### PDN straps and rails, run 1

The bar under the picture is 50 µm long. Pins as bars on the die edge.
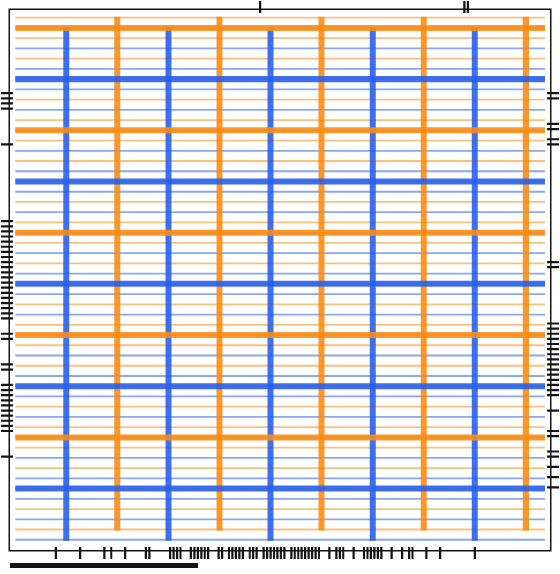
### Placed cells, one color a class, run 1

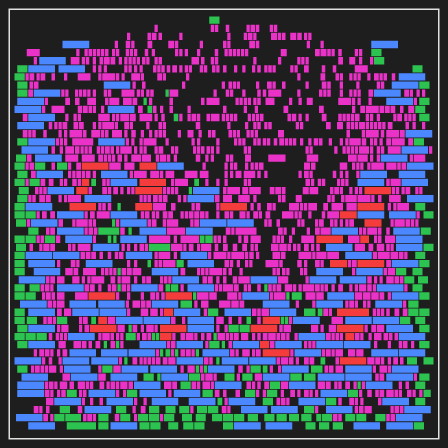
### Clock network drawn from the DEF, run 1

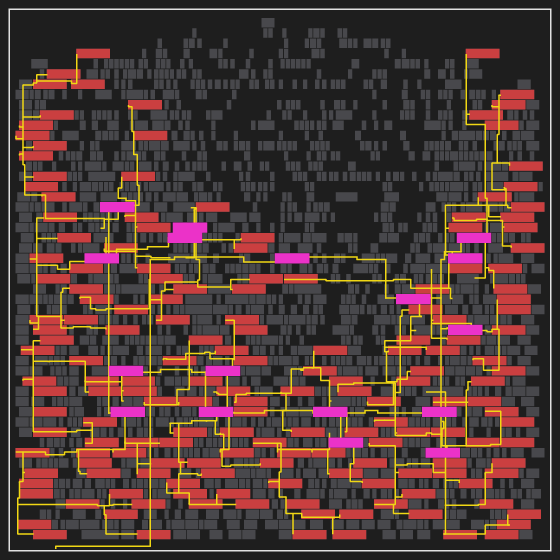
==> config.mk <==
export PLATFORM = sky130hd
export DESIGN_NAME = mcp_divider
export DESIGN_NICKNAME = d
export VERILOG_FILES = /design/src/rtl/mcp_divider.sv
export SDC_FILE = /design/constraint.sdc
export NUM_CORES = 1
export LEC_CHECK = 0
export ABC_AREA = 1
export CORE_UTILIZATION = 55
export DETAILED_ROUTE_END_ITERATION = 7
export GPL_TIMING_DRIVEN = 0
export HOLD_SLACK_MARGIN = 0.02
export PLACE_DENSITY = 0.87
export SLEW_MARGIN = 0
export SYNTH_ARGS = -nofsm -noshare
export SYNTH_HDL_FRONTEND = slang
export SYNTH_SLANG_ARGS = --single-unit
==> constraint.sdc <==
create_clock -name CLK -period 3.05 [get_ports CLK]
set_clock_uncertainty 0.2 [all_clocks]
set_input_delay 0.61 -clock CLK [delete_from_list [all_inputs] [get_ports CLK]]
set_output_delay 0.61 -clock CLK [all_outputs]
set_load 0.02 [all_outputs]
==> job_summary.md, run 1 <==
## PnR job results

| Metric | Value |
|---|---|
| Result of the run | finished clean |
| Post-synthesis async set-or-reset flop share | 1.00 |
| CP endpoint kind | register |
| IO buf count | 133 |
| Count of inserted tapcells | 265 |
| Die X-Extent | 143 µm |
| Minimum hold slack | 0.296 ns |
| Highest-delay cell along the critical path | clkdlybuf4s50_1 |
| Layout Utilization | 0.684 |
| Proportion of cell area occupied by multi-input gates | 0.407 |
| Post-synth top cells | nand2_1 (430), inv_1 (247), dfrtp_1 (172) |
| Area taken by flip-flops and latches | ~4300 µm² |
| Number of multi-input combinational cells in the layout | 1040 |
| Tool warnings | 31 |
| Detailed-route via count | 10.7k |
| Initial antenna violation count | 1 |
| Layout net count | 1785 |
| Class of the worst hold path | reg2reg |
| Max cap viols | 0 |
| CTS tree | yes |
| Setup repair after global routing missed its margin | no |
| Cell Count Post-Placement | around 1.9k |
| Fill cell count | 1598 |
| Final count of pins violating max slew | 0 |
| Yosys Instances | 1526 |
| DRT antenna net count | 0 |
| Net count entering floorplan | 1631 |
| Die extent in y | 143 µm |
| Largest stage delay, worst path | roughly 0.42 ns |
| CTS clock-pin slew for the worst setup and hold paths | approximately 0.070 ns |
| Proportion of synthesized chip area in sequential cells | 0.391 |
| Cts bufs inserted | 17 |
| Overflow after GRT | 0 |
| Hold_buf cts | 1 |
| Count of boundary I/O pins | 135 |
| Cell type with the highest aggregate area in the netlist | dfrtp_1 |
| Clock tree root driver cell | clkbuf_16 |
| Chain of cells forming the critical path | clkdlybuf4s50_1 > nor2_1 > nand4_1 > nor4_2 > nand3_1 > o21ai_1 > buf_2 > buf_2 > a21oi_1 |
| Clock sink count | 172 |
| Path length in cells of the critical path | 9 |
| Total of flip-flops plus latches after synthesis | 172 |
| Proportion of cell area spent on the clock network | 0.0469 |
| Most common logic cell in the routed design | nand2_1 |
| WP buf/inv | 3 |
| Total of cells resized after clock tree synthesis | 0 |
| Placer Congestion | between 0.9 and 1 |
About 'PDN straps and rails':
- blue: VSS
- orange: VDD
- met5 straps: 10
- rows: 51
- met1 rails: 52
- met4 straps: 10
total core area: 19500 µm²

About 'Placed cells, one color a class':
- magenta: remaining logic cells (cells 1296; share of their area 49%)
- red: clock drivers and dummy loads (cells 32; share of their area 4.8%)
- blue: registers (cells 172; share of their area 33%)
- green: remaining buffers and delay cells (cells 193; share of their area 13%)
flop share of the area: 0.322
FP Rows: 51

About 'Clock network drawn from the DEF':
- magenta: clock-net drivers (count 17)
- red: flip-flops (count 172)
- yellow: clock wires (length 2220 µm)
- flops lie: spread over the die
- routed clock nets: 18
worst skew pair latency: 0.44 ns

## run 1: logic make-up after synthesis
group	Yosys count	synth area share
fa+ha+maj	38	0.0439
flops	172	0.391
xor+xnor	18	0.0143
compound gates	233	0.123
simple gates	750	0.310
other cells	1	0.000341
buf+inv	314	0.117
## run 1: metrics by stage
stage / worst slack [ns] / area, µm²
final: 0.180 / 13400
after global routing: 0.0576 / 13400
after CTS: 0.117 / 13300
after detailed placement: -0.329 / 12700
after global placement: -5.85 / 12700
after floorplan: 0.791 / 11000
## run 1: routing by layer
metal,up-vias,global-route usage,routed length [µm]
met5,-,0,0
met4,0,0.157,1380
met3,96,0.0510,2220
met2,496,0.553,15700
met1,5002,0.461,14600
li1,5082,-,-
--- run 2 (diff from run 1) ---
--- a/config.mk
+++ b/config.mk
@@ -6,6 +6,7 @@
 export NUM_CORES = 1
 export LEC_CHECK = 0
 export ABC_AREA = 1
+export CORE_MARGIN = 5
 export CORE_UTILIZATION = 55
 export DETAILED_ROUTE_END_ITERATION = 7
 export GPL_TIMING_DRIVEN = 0
### PDN straps and rails, run 2

The bar under the picture is 50 µm long. Pins as bars on the die edge.
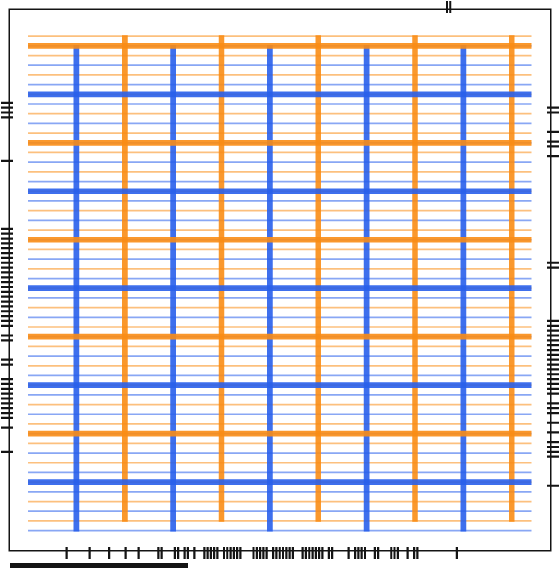
- orange: VDD
- blue: VSS
- met5 straps: 10
- rows: 51
Die X-Extent: 151 µm
die extent in y: 151 µm

### Routing congestion, run 2

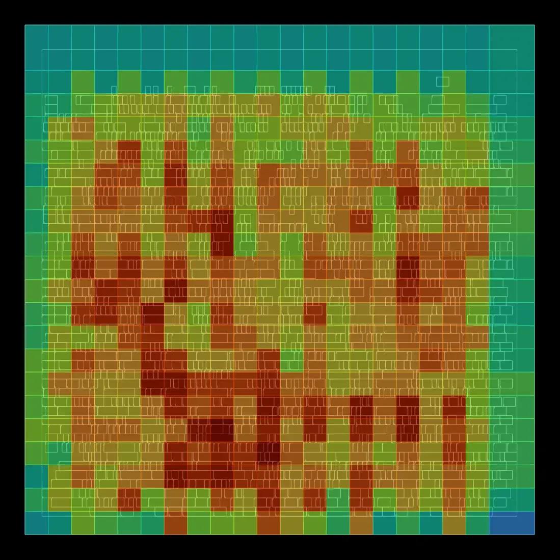
met1 track demand over resource in global routing: 0.407
routing layer with the top usage in global route: met2
routed wirelength normalized by instance count: 17.2 µm
met3 track demand over resource in global routing: 0.0547

### Placed cells, one color a class, run 2

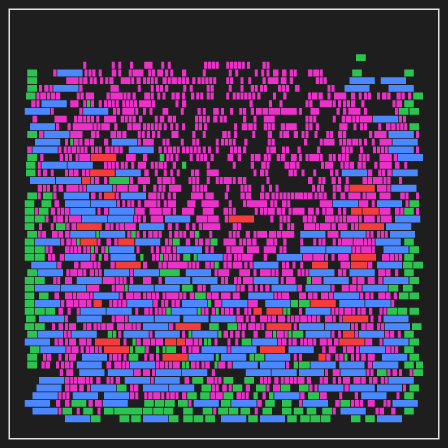
- blue: registers (cells 172; share of their area 33%)
- red: clock drivers and dummy loads (cells 32; share of their area 4.7%)
- magenta: remaining logic cells (cells 1296; share of their area 49%)
- green: remaining buffers and delay cells (cells 192; share of their area 13%)
flop share of the area: 0.323
Layout Utilization: 0.681

==> job_summary.md, run 2 <==
## PnR job results

| Metric | Value |
|---|---|
| Result of the run | finished clean (unchanged) |
| FP Rows | 51 (unchanged) |
| CTS clock-pin slew for the worst setup and hold paths | 0.08 ns (was 0.07 ns) |
| Peak clock frequency supported by timing | 342 MHz (was 348 MHz) |
| Cts bufs inserted | 17 (unchanged) |
| Category of the worst setup path launch point | register (was input port) |
| Proportion of synthesized chip area in sequential cells | 0.391 (unchanged) |
| Adder and majority gate portion of the synthesized area | 0.0439 (unchanged) |
| WP buf/inv | 4 (was 3) |
| Final Hold Fails | 0 (unchanged) |
| Time the final worst path needs with I/O delays and setup | 2.93 ns (was 2.87 ns) |
| Total of cells resized after clock tree synthesis | 0 (unchanged) |
| Tool warnings | 31 (unchanged) |
| Full die area | 22900 µm² (was 20600 µm²) |
| Simple share | 0.310 (unchanged) |
| Post-synthesis async set-or-reset flop share | 1.00 (unchanged) |
| Largest net degree at the start of global routing | 106 (was 122) |
| Count of boundary I/O pins | 135 (unchanged) |
| Cell type with the highest aggregate area in the netlist | dfrtp_1 (unchanged) |
| Fin Setup TNS | 0 ns (unchanged) |
| Post-CTS setup buffer count | 0 (unchanged) |
| Remaining DRCs | 0 (unchanged) |
| Synth top cell by count | nand2_1 (unchanged) |
| Worst skew pair latency | 0.45 ns (was 0.44 ns) |
| Minimum hold slack | 0.0108 ns (was 0.296 ns) |
| Clock sink count | 172 (unchanged) |
| CP Class | reg2reg (was in2reg) |
| DRT antenna net count | 0 (unchanged) |
| Hold_buf cts | 0 (was 1) |
| Layout overhead on the synthesized area | 21.1% (was 21.3%) |
| Final worst slack | 0.123 ns (was 0.180 ns) |
| CP delay by family, top | buffers and inverters (unchanged) |
| Cell Count Post-Placement | 1925 (unchanged) |
| Final std cells w/o fill | 1957 (was 1958) |
| Netlist Area Pre-Place | 11000 µm² (unchanged) |
| Detailed-route via count | 10.6k (was 10.7k) |
| Max cap viols | 0 (unchanged) |
| Largest combinational cell category by area | simple AND/OR/NAND/NOR gates (unchanged) |
| CP endpoint kind | register (unchanged) |
| Placer Congestion | 1.01 (was 0.976) |
| Post-synth top cells | nand2_1 (430), inv_1 (247), dfrtp_1 (172) (unchanged) |
| CTS tree | yes (unchanged) |
| Path length in cells of the critical path | 8 (was 9) |
| Chain of cells forming the critical path | inv_1 > ha_1 > inv_1 > o21ai_1 > clkbuf_1 > buf_1 > o211ai_1 > o21ai_0 (was clkdlybuf4s50_1 > nor2_1 > nand4_1 > nor4_2 > nand3_1 > o21ai_1 > buf_2 > buf_2 > a21oi_1) |
| Slew at the pin closest to its max-slew limit | 0.803 ns (was 0.767 ns) |
| Xor-xnor portion of the synthesized cell area | 0.0143 (unchanged) |
| Post-route standard cell area excluding fillers | 13300 µm² (was 13400 µm²) |
| First DRT Iteration DRCs | 1065 (was 955) |
| Post-synth area from yosys stat | 11000 µm² (unchanged) |
| IO buf count | 133 (unchanged) |
| Tightest slew margin relative to the limit | 0.465 (was 0.489) |
| # setup viols final | 0 (unchanged) |
| Highest-delay cell along the critical path | o21ai_1 (was clkdlybuf4s50_1) |
| Yosys cell types | 45 (unchanged) |
| Layout net count | 1784 (was 1785) |
| Clock tree root driver cell | clkbuf_16 (unchanged) |
| Top logic cells by instance count in the layout | nand2_1 (430), inv_1 (247), dfrtp_1 (172), nor2_1 (149), clkdlybuf4s50_1 (132) (unchanged) |
| Yosys Instances | 1526 (unchanged) |
| Setup repair after global routing missed its margin | no (unchanged) |
| Net count entering floorplan | 1631 (unchanged) |
| Aoi/oai-family share of the synthesized area | 0.123 (unchanged) |
| Largest stage delay, worst path | 0.56 ns (was 0.42 ns) |
| Most common logic cell in the routed design | nand2_1 (unchanged) |
| Final count of pins violating max slew | 0 (unchanged) |
| Number of vias per cell | 5.43 (was 5.45) |
| Placed instance area | 12700 µm² (unchanged) |
| Top cells, area | dfrtp_1 (39%), nand2_1 (15%), inv_1 (8.4%), nor2_1 (5.1%), ha_1 (4.2%) (unchanged) |
| Overflow after GRT | 0 (unchanged) |
| Class of the worst hold path | in2async (was reg2reg) |
| Initial antenna violation count | 0 (was 1) |
| Worst slack at placement | -0.376 ns (was -0.329 ns) |
| Total core area | 19600 µm² (was 19500 µm²) |
| Drt first pass iters | 6 (unchanged) |
| Mux frac, synth | 0 (unchanged) |
| Level count of the clock H-tree | 4 (unchanged) |
| Global router's overall resource usage | 0.296 (was 0.345) |
| Total of flip-flops plus latches after synthesis | 172 (unchanged) |
## run 2: cell counts after synthesis
Identical to the previous run, type by type.
## run 2: logic make-up (layout without fill, tap and decap cells)
kind of cell | Yosys count | after routing
simple gates | 750 | 750
xor+xnor | 18 | 18
buf+inv | 314 | 480
fa+ha+maj | 38 | 38
flops | 172 | 172
other cells | 1 | 1
compound gates | 233 | 233
## run 2: layout make-up
cell class	count	area, µm²
clock inverter	15	185
fill	1604	6250
timing repair buffer	134	1360
sequential	172	4300
tap	265	332
inverter	256	961
buffer	58	337
clock buffer	17	425
multi-input combinational	1040	5430
## run 2: metal layers
metal,wire length (µm),vias to the layer above,global-route usage,part of all wire
met1,14500,4971,0.407,0.43
met3,2620,91,0.0547,0.078
met4,1090,0,0.102,0.032
li1,-,5084,-,-
met2,15400,485,0.474,0.46
met5,0,-,0,0
